$ cat src/rtl/gtfwizard_mac_drp_reconfig_pkg.sv
// Shared definitions for the RX buffer-bypass DRP reconfiguration block:
// FSM state encodings, DRP bus widths, table size and a helper that
// slices one entry out of the packed per-register parameter vectors.
package gtfwizard_mac_drp_reconfig_pkg;

  localparam int DRP_ADDR_W   = 10;
  localparam int DRP_DATA_W   = 16;
  localparam int DRP_MAX_REGS = 4;
  localparam int DRP_IDX_W    = 2;

  // The numeric values are visible on the debug state output, so they are fixed.
  typedef enum logic [3:0] {
    ST_IDLE     = 4'd0,
    ST_RD_REQ   = 4'd1,
    ST_RD_WAIT  = 4'd2,
    ST_WR_REQ   = 4'd3,
    ST_WR_WAIT  = 4'd4,
    ST_VFY_REQ  = 4'd5,
    ST_VFY_WAIT = 4'd6,
    ST_NEXT     = 4'd7,
    ST_DONE     = 4'd8,
    ST_ERROR    = 4'd9
  } drp_state_e;

  function automatic logic [DRP_ADDR_W-1:0] drp_entry_addr(
    input logic [DRP_MAX_REGS*DRP_ADDR_W-1:0] vec,
    input logic [DRP_IDX_W-1:0]               idx
  );
    return vec[DRP_ADDR_W*idx +: DRP_ADDR_W];
  endfunction

  function automatic logic [DRP_DATA_W-1:0] drp_entry_data(
    input logic [DRP_MAX_REGS*DRP_DATA_W-1:0] vec,
    input logic [DRP_IDX_W-1:0]               idx
  );
    return vec[DRP_DATA_W*idx +: DRP_DATA_W];
  endfunction

endpackage

$ cat src/rtl/gtfwizard_mac_rx_drp_sync_reconfig_if.sv
// GTF channel DRP port bundle. The reconfiguration FSM is the master;
// the channel (or a bus model) is the slave.
interface gtfwizard_mac_rx_drp_sync_reconfig_if;
  import gtfwizard_mac_drp_reconfig_pkg::*;

  logic [DRP_ADDR_W-1:0] drpaddr_out;
  logic                  drpen_out;
  logic                  drpwe_out;
  logic [DRP_DATA_W-1:0] drpdi_out;
  logic [DRP_DATA_W-1:0] drpdo_in;
  logic                  drprdy_in;

  modport master (
    output drpaddr_out, drpen_out, drpwe_out, drpdi_out,
    input  drpdo_in, drprdy_in
  );

  modport slave (
    input  drpaddr_out, drpen_out, drpwe_out, drpdi_out,
    output drpdo_in, drprdy_in
  );

endinterface

$ cat src/rtl/gtfwizard_mac_drp_reconfig_sync2.sv
// Two-flop synchroniser for a single asynchronous level into the DRP clock.
module gtfwizard_mac_drp_reconfig_sync2 (
  input  logic clk,
  input  logic rst,
  input  logic d,
  output logic q
);

  logic meta;

  // Plain two-stage shift; the first stage is allowed to go metastable.
  always_ff @(posedge clk) begin
    if (rst) begin
      meta <= 1'b0;
      q    <= 1'b0;
    end else begin
      meta <= d;
      q    <= meta;
    end
  end

endmodule

$ cat src/rtl/gtfwizard_mac_rx_drp_sync_reconfig.sv
// DRP read-modify-write sequencer that switches the GTF RX buffer-bypass
// alignment between manual mode and auto mode. Walks P_NUM_REGS table
// entries, each one a read, a masked merge and a write, then raises done
// until the controller drops its request.
// Optional build macro GTF_DRP_RECONFIG_VERIFY_EN adds a read-back of every
// write and flags an error if the masked field did not stick.
module gtfwizard_mac_rx_drp_sync_reconfig
  import gtfwizard_mac_drp_reconfig_pkg::*;
#(
  parameter int          P_NUM_REGS    = 3,
  parameter logic [39:0] P_REG_ADDR    = 40'h0,
  parameter logic [63:0] P_REG_MASK    = 64'h0,
  parameter logic [63:0] P_REG_VAL_AM  = 64'h0,
  parameter logic [63:0] P_REG_VAL_MM  = 64'h0,
  parameter int          P_DRP_TIMEOUT = 1023
) (
  input  logic       gtwiz_drp_reconfig_clk_in,
  input  logic       gtwiz_drp_reconfig_reset_in,
  input  logic       drp_reconfig_rdy_in,
  input  logic       drp_switch_am_in,
  output logic       drp_reconfig_done_out,
  output logic       drp_reconfig_error_out,
  output logic [3:0] sm_drp_reconfig_out,
  gtfwizard_mac_rx_drp_sync_reconfig_if.master drp
);

  localparam int                   TMO_W    = $clog2(P_DRP_TIMEOUT + 1);
  localparam logic [TMO_W-1:0]     TMO_LAST = TMO_W'(P_DRP_TIMEOUT - 1);
  localparam logic [TMO_W-1:0]     TMO_ONE  = TMO_W'(1);
  localparam logic [DRP_IDX_W-1:0] LAST_IDX = DRP_IDX_W'(P_NUM_REGS - 1);
  localparam logic [DRP_IDX_W-1:0] IDX_ONE  = DRP_IDX_W'(1);

  logic clk;
  logic rst;
  assign clk = gtwiz_drp_reconfig_clk_in;
  assign rst = gtwiz_drp_reconfig_reset_in;

  logic rdy_sync;
  logic am_sync;
  logic rdy_prev_q;
  logic start;

  drp_state_e            state_q, state_d;
  logic [DRP_IDX_W-1:0]  idx_q, idx_d;
  logic                  mode_am_q, mode_am_d;
  logic [DRP_DATA_W-1:0] wdata_q, wdata_d;
  logic [TMO_W-1:0]      tmo_q, tmo_d;

  logic [DRP_ADDR_W-1:0] cur_addr;
  logic [DRP_DATA_W-1:0] cur_mask;
  logic [DRP_DATA_W-1:0] cur_val;
  logic                  tmo_hit;

  gtfwizard_mac_drp_reconfig_sync2 u_sync_rdy (
    .clk (clk),
    .rst (rst),
    .d   (drp_reconfig_rdy_in),
    .q   (rdy_sync)
  );

  gtfwizard_mac_drp_reconfig_sync2 u_sync_am (
    .clk (clk),
    .rst (rst),
    .d   (drp_switch_am_in),
    .q   (am_sync)
  );

  assign start    = rdy_sync & ~rdy_prev_q;
  assign cur_addr = drp_entry_addr(P_REG_ADDR, idx_q);
  assign cur_mask = drp_entry_data(P_REG_MASK, idx_q);
  assign cur_val  = mode_am_q ? drp_entry_data(P_REG_VAL_AM, idx_q)
                              : drp_entry_data(P_REG_VAL_MM, idx_q);
  assign tmo_hit  = (tmo_q == TMO_LAST);

  // State, table index, latched mode, merged write data and wait counter.
  always_ff @(posedge clk) begin
    if (rst) begin
      state_q    <= ST_IDLE;
      idx_q      <= '0;
      mode_am_q  <= 1'b0;
      wdata_q    <= '0;
      tmo_q      <= '0;
      rdy_prev_q <= 1'b0;
    end else begin
      state_q    <= state_d;
      idx_q      <= idx_d;
      mode_am_q  <= mode_am_d;
      wdata_q    <= wdata_d;
      tmo_q      <= tmo_d;
      rdy_prev_q <= rdy_sync;
    end
  end

  // Sequencer: each *_REQ state strobes drpen once, each *_WAIT waits for
  // drprdy with a bounded counter that is cleared on the way in.
  always_comb begin
    state_d          = state_q;
    idx_d            = idx_q;
    mode_am_d        = mode_am_q;
    wdata_d          = wdata_q;
    tmo_d            = tmo_q;
    drp.drpen_out    = 1'b0;
    drp.drpwe_out    = 1'b0;
    drp.drpaddr_out  = '0;
    drp.drpdi_out    = '0;

    case (state_q)
      ST_IDLE: begin
        if (start) begin
          mode_am_d = am_sync;
          idx_d     = '0;
          state_d   = ST_RD_REQ;
        end
      end
      ST_RD_REQ: begin
        drp.drpen_out   = 1'b1;
        drp.drpaddr_out = cur_addr;
        tmo_d           = '0;
        state_d         = ST_RD_WAIT;
      end
      ST_RD_WAIT: begin
        if (drp.drprdy_in) begin
          wdata_d = (drp.drpdo_in & ~cur_mask) | (cur_val & cur_mask);
          state_d = ST_WR_REQ;
        end else if (tmo_hit) begin
          state_d = ST_ERROR;
        end else begin
          tmo_d = tmo_q + TMO_ONE;
        end
      end
      ST_WR_REQ: begin
        drp.drpen_out   = 1'b1;
        drp.drpwe_out   = 1'b1;
        drp.drpaddr_out = cur_addr;
        drp.drpdi_out   = wdata_q;
        tmo_d           = '0;
        state_d         = ST_WR_WAIT;
      end
      ST_WR_WAIT: begin
        if (drp.drprdy_in) begin
`ifdef GTF_DRP_RECONFIG_VERIFY_EN
          state_d = ST_VFY_REQ;
`else
          state_d = ST_NEXT;
`endif
        end else if (tmo_hit) begin
          state_d = ST_ERROR;
        end else begin
          tmo_d = tmo_q + TMO_ONE;
        end
      end
`ifdef GTF_DRP_RECONFIG_VERIFY_EN
      ST_VFY_REQ: begin
        drp.drpen_out   = 1'b1;
        drp.drpaddr_out = cur_addr;
        tmo_d           = '0;
        state_d         = ST_VFY_WAIT;
      end
      ST_VFY_WAIT: begin
        if (drp.drprdy_in) begin
          if (((drp.drpdo_in ^ wdata_q) & cur_mask) != '0) begin
            state_d = ST_ERROR;
          end else begin
            state_d = ST_NEXT;
          end
        end else if (tmo_hit) begin
          state_d = ST_ERROR;
        end else begin
          tmo_d = tmo_q + TMO_ONE;
        end
      end
`endif
      ST_NEXT: begin
        if (idx_q == LAST_IDX) begin
          state_d = ST_DONE;
        end else begin
          idx_d   = idx_q + IDX_ONE;
          state_d = ST_RD_REQ;
        end
      end
      ST_DONE: begin
        if (!rdy_sync) begin
          state_d = ST_IDLE;
        end
      end
      ST_ERROR: begin
        state_d = ST_ERROR;
      end
      default: begin
        state_d = ST_IDLE;
      end
    endcase
  end

  // ERROR is only left through reset, so decoding it gives the sticky flag.
  always_comb begin
    drp_reconfig_done_out  = (state_q == ST_DONE);
    drp_reconfig_error_out = (state_q == ST_ERROR);
    sm_drp_reconfig_out    = state_q;
  end

endmodule

$ cat src/flat_wrapper.sv
// flat-port wrapper written by rule: the top's interface ports become plain ports
module gtfwizard_mac_rx_drp_sync_reconfig_flat import gtfwizard_mac_drp_reconfig_pkg::*;
#(
  parameter int          P_NUM_REGS    = 3,
  parameter logic [39:0] P_REG_ADDR    = 40'h0,
  parameter logic [63:0] P_REG_MASK    = 64'h0,
  parameter logic [63:0] P_REG_VAL_AM  = 64'h0,
  parameter logic [63:0] P_REG_VAL_MM  = 64'h0,
  parameter int          P_DRP_TIMEOUT = 1023
)
  (gtwiz_drp_reconfig_clk_in, gtwiz_drp_reconfig_reset_in, drp_reconfig_rdy_in, drp_switch_am_in, drp_reconfig_done_out, drp_reconfig_error_out, sm_drp_reconfig_out, drp_drpaddr_out, drp_drpen_out, drp_drpwe_out, drp_drpdi_out, drp_drpdo_in, drp_drprdy_in);
  gtfwizard_mac_rx_drp_sync_reconfig_if drp_i ();
  input  logic gtwiz_drp_reconfig_clk_in;
  input  logic gtwiz_drp_reconfig_reset_in;
  input  logic drp_reconfig_rdy_in;
  input  logic drp_switch_am_in;
  output logic drp_reconfig_done_out;
  output logic drp_reconfig_error_out;
  output logic [3:0] sm_drp_reconfig_out;
  output wire logic [$bits(drp_i.drpaddr_out)-1:0] drp_drpaddr_out;
  output wire logic [$bits(drp_i.drpen_out)-1:0] drp_drpen_out;
  output wire logic [$bits(drp_i.drpwe_out)-1:0] drp_drpwe_out;
  output wire logic [$bits(drp_i.drpdi_out)-1:0] drp_drpdi_out;
  input wire logic [$bits(drp_i.drpdo_in)-1:0] drp_drpdo_in;
  input wire logic [$bits(drp_i.drprdy_in)-1:0] drp_drprdy_in;
  assign drp_drpaddr_out = drp_i.drpaddr_out;
  assign drp_drpen_out = drp_i.drpen_out;
  assign drp_drpwe_out = drp_i.drpwe_out;
  assign drp_drpdi_out = drp_i.drpdi_out;
  assign drp_i.drpdo_in = drp_drpdo_in;
  assign drp_i.drprdy_in = drp_drprdy_in;
  gtfwizard_mac_rx_drp_sync_reconfig #(.P_NUM_REGS(P_NUM_REGS), .P_REG_ADDR(P_REG_ADDR), .P_REG_MASK(P_REG_MASK), .P_REG_VAL_AM(P_REG_VAL_AM), .P_REG_VAL_MM(P_REG_VAL_MM), .P_DRP_TIMEOUT(P_DRP_TIMEOUT)) u_core (.gtwiz_drp_reconfig_clk_in(gtwiz_drp_reconfig_clk_in), .gtwiz_drp_reconfig_reset_in(gtwiz_drp_reconfig_reset_in), .drp_reconfig_rdy_in(drp_reconfig_rdy_in), .drp_switch_am_in(drp_switch_am_in), .drp_reconfig_done_out(drp_reconfig_done_out), .drp_reconfig_error_out(drp_reconfig_error_out), .sm_drp_reconfig_out(sm_drp_reconfig_out), .drp(drp_i));
endmodule
$ cat config.mk
export PLATFORM = sky130hd
export DESIGN_NAME = gtfwizard_mac_rx_drp_sync_reconfig_flat
export DESIGN_NICKNAME = d
export VERILOG_FILES = /design/src/rtl/gtfwizard_mac_drp_reconfig_pkg.sv /design/src/rtl/gtfwizard_mac_rx_drp_sync_reconfig_if.sv /design/src/rtl/gtfwizard_mac_drp_reconfig_sync2.sv /design/src/rtl/gtfwizard_mac_rx_drp_sync_reconfig.sv /design/src/flat_wrapper.sv
export SDC_FILE = /design/constraint.sdc
export NUM_CORES = 1
export LEC_CHECK = 0
export ABC_AREA = 1
export CORE_MARGIN = 10
export CORE_UTILIZATION = 51
export CTS_CLUSTER_DIAMETER = 100
export CTS_CLUSTER_SIZE = 12
export DETAILED_ROUTE_END_ITERATION = 10
export GPL_ROUTABILITY_DRIVEN = 0
export GPL_TIMING_DRIVEN = 1
export PLACE_DENSITY_LB_ADDON = 0.3
export SETUP_SLACK_MARGIN = 0.4
export SYNTH_ARGS = -nofsm -noshare
export SYNTH_HDL_FRONTEND = slang
export SYNTH_SLANG_ARGS = --single-unit
$ cat constraint.sdc
create_clock -name gtwiz_drp_reconfig_clk_in -period 3.68 [get_ports gtwiz_drp_reconfig_clk_in]
set_clock_uncertainty 0.05 [all_clocks]
set_input_delay 0.552 -clock gtwiz_drp_reconfig_clk_in [delete_from_list [all_inputs] [get_ports gtwiz_drp_reconfig_clk_in]]
set_output_delay 0.552 -clock gtwiz_drp_reconfig_clk_in [all_outputs]
set_load 0.005 [all_outputs]
flops_by_reg.png
Bar = 20 um. Other sequential cells in the stronger gray, the rest of the logic in the fainter gray.
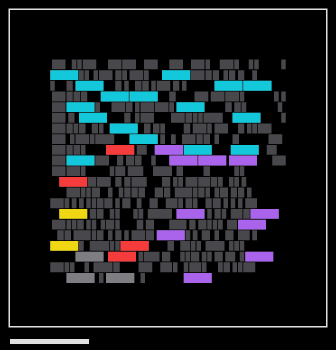
Cyan shows `u_core.wdata_q`, placed flops 16. Red shows `u_core.sm_drp_reconfig_out`, placed flops 4. Purple shows `u_core.tmo_q`, placed flops 10. Yellow shows `u_core.idx_q`, placed flops 2.
Another 3 sequential cells are not colored.

==> tab_implementation.tex <==
% Generated from flow reports
\begin{tabular}{lr}
\hline
Metric & Value \\
\hline
\multicolumn{2}{l}{\textbf{Logic synthesis}} \\
\quad Count leader, synth & sky130\_fd\_sc\_hd\_\_inv\_1 \\
\quad Chip area line of the yosys report & 1870 um\^{}2 \\
\quad Dominant cells by area after synthesis & sky130\_fd\_sc\_hd\_\_dfxtp\_1 38\%, sky130\_fd\_sc\_hd\_\_inv\_1 7.4\%, sky130\_fd\_sc\_hd\_\_nand2\_1 7.2\% \\
\quad Count of mapped cells out of synthesis & about 270 \\
\quad XOR Share, Synth & 1.88\% \\
\quad Most instantiated cells after synthesis & 37 x sky130\_fd\_sc\_hd\_\_inv\_1, 36 x sky130\_fd\_sc\_hd\_\_nand2\_1, 35 x sky130\_fd\_sc\_hd\_\_dfxtp\_1, 35 x sky130\_fd\_sc\_hd\_\_nor2\_1, 26 x sky130\_fd\_sc\_hd\_\_a21oi\_1 \\
\quad Arithmetic-cell share of the synthesized area counting full adders, half adders and majority gates & between 2 and 2.5\% \\
\quad Yosys warnings & 0 \\
\multicolumn{2}{l}{\textbf{Setup path}} \\
\quad Critical Path Max Stage Delay & around 0.53 ns \\
\multicolumn{2}{l}{\textbf{Cells and area}} \\
\quad Max reg flops & 16 \\
\quad Layout fillers & 318 \\
\quad Invs w/o clock & roughly 40 \\
\quad Diodes inserted & 0 \\
\multicolumn{2}{l}{\textbf{Status}} \\
\quad Status & finished clean \\
\multicolumn{2}{l}{\textbf{Routing}} \\
\quad Routed wire length & 4.34 mm \\
\quad DRC violations left & 0 \\
\quad Uppermost routed layer & met4 \\
\quad Met1 Wirelength & about 1.8 mm \\
\quad Post-detailed-route via-to-cell ratio & roughly 4.8 \\
\multicolumn{2}{l}{\textbf{Power and ir drop}} \\
\quad Combinational group power & 148 uW \\
\quad Power share of the clock group & 33.3\% \\
\quad Clock group & roughly 280 uW \\
\quad Sw power & 234 uW \\
\multicolumn{2}{l}{\textbf{Floorplan}} \\
\quad Ports placed on the boundary & 55 \\
\quad Vertical extent of the die & just over 80 um \\
\quad N\_taps & approximately 46 \\
\multicolumn{2}{l}{\textbf{Place}} \\
\quad Number of port buffers & around 43 \\
\quad Placed instance count & around 350 \\
\multicolumn{2}{l}{\textbf{Global routing}} \\
\quad Total global-route track usage & approximately 14\% \\
\multicolumn{2}{l}{\textbf{STA}} \\
\quad Hold Slack & $\sim$0.37 ns \\
\quad Final max-slew violation count & 0 \\
\multicolumn{2}{l}{\textbf{Clock tree}} \\
\quad Worst-case clock buffer depth & 2 \\
\hline
\end{tabular}
sizes.png
Bar = 20 um.
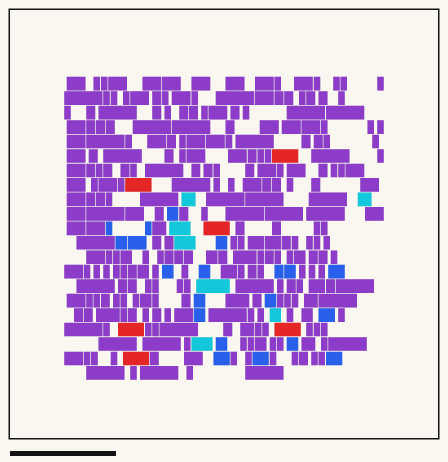
Cyan shows _3 and _4 cells, cells 7, share 2.3%. Blue shows _2 cells, cells 20, share 6.5%. Red shows _6 and larger, cells 6, share 1.9%. Purple shows _0 and _1 cells, cells 276, share 89%.
Buffers, non-clock: 45
min setup slack post-route: 1.17 ns
post-layout instance area: 2380 um^2

Power and IR drop assume default switching activity.
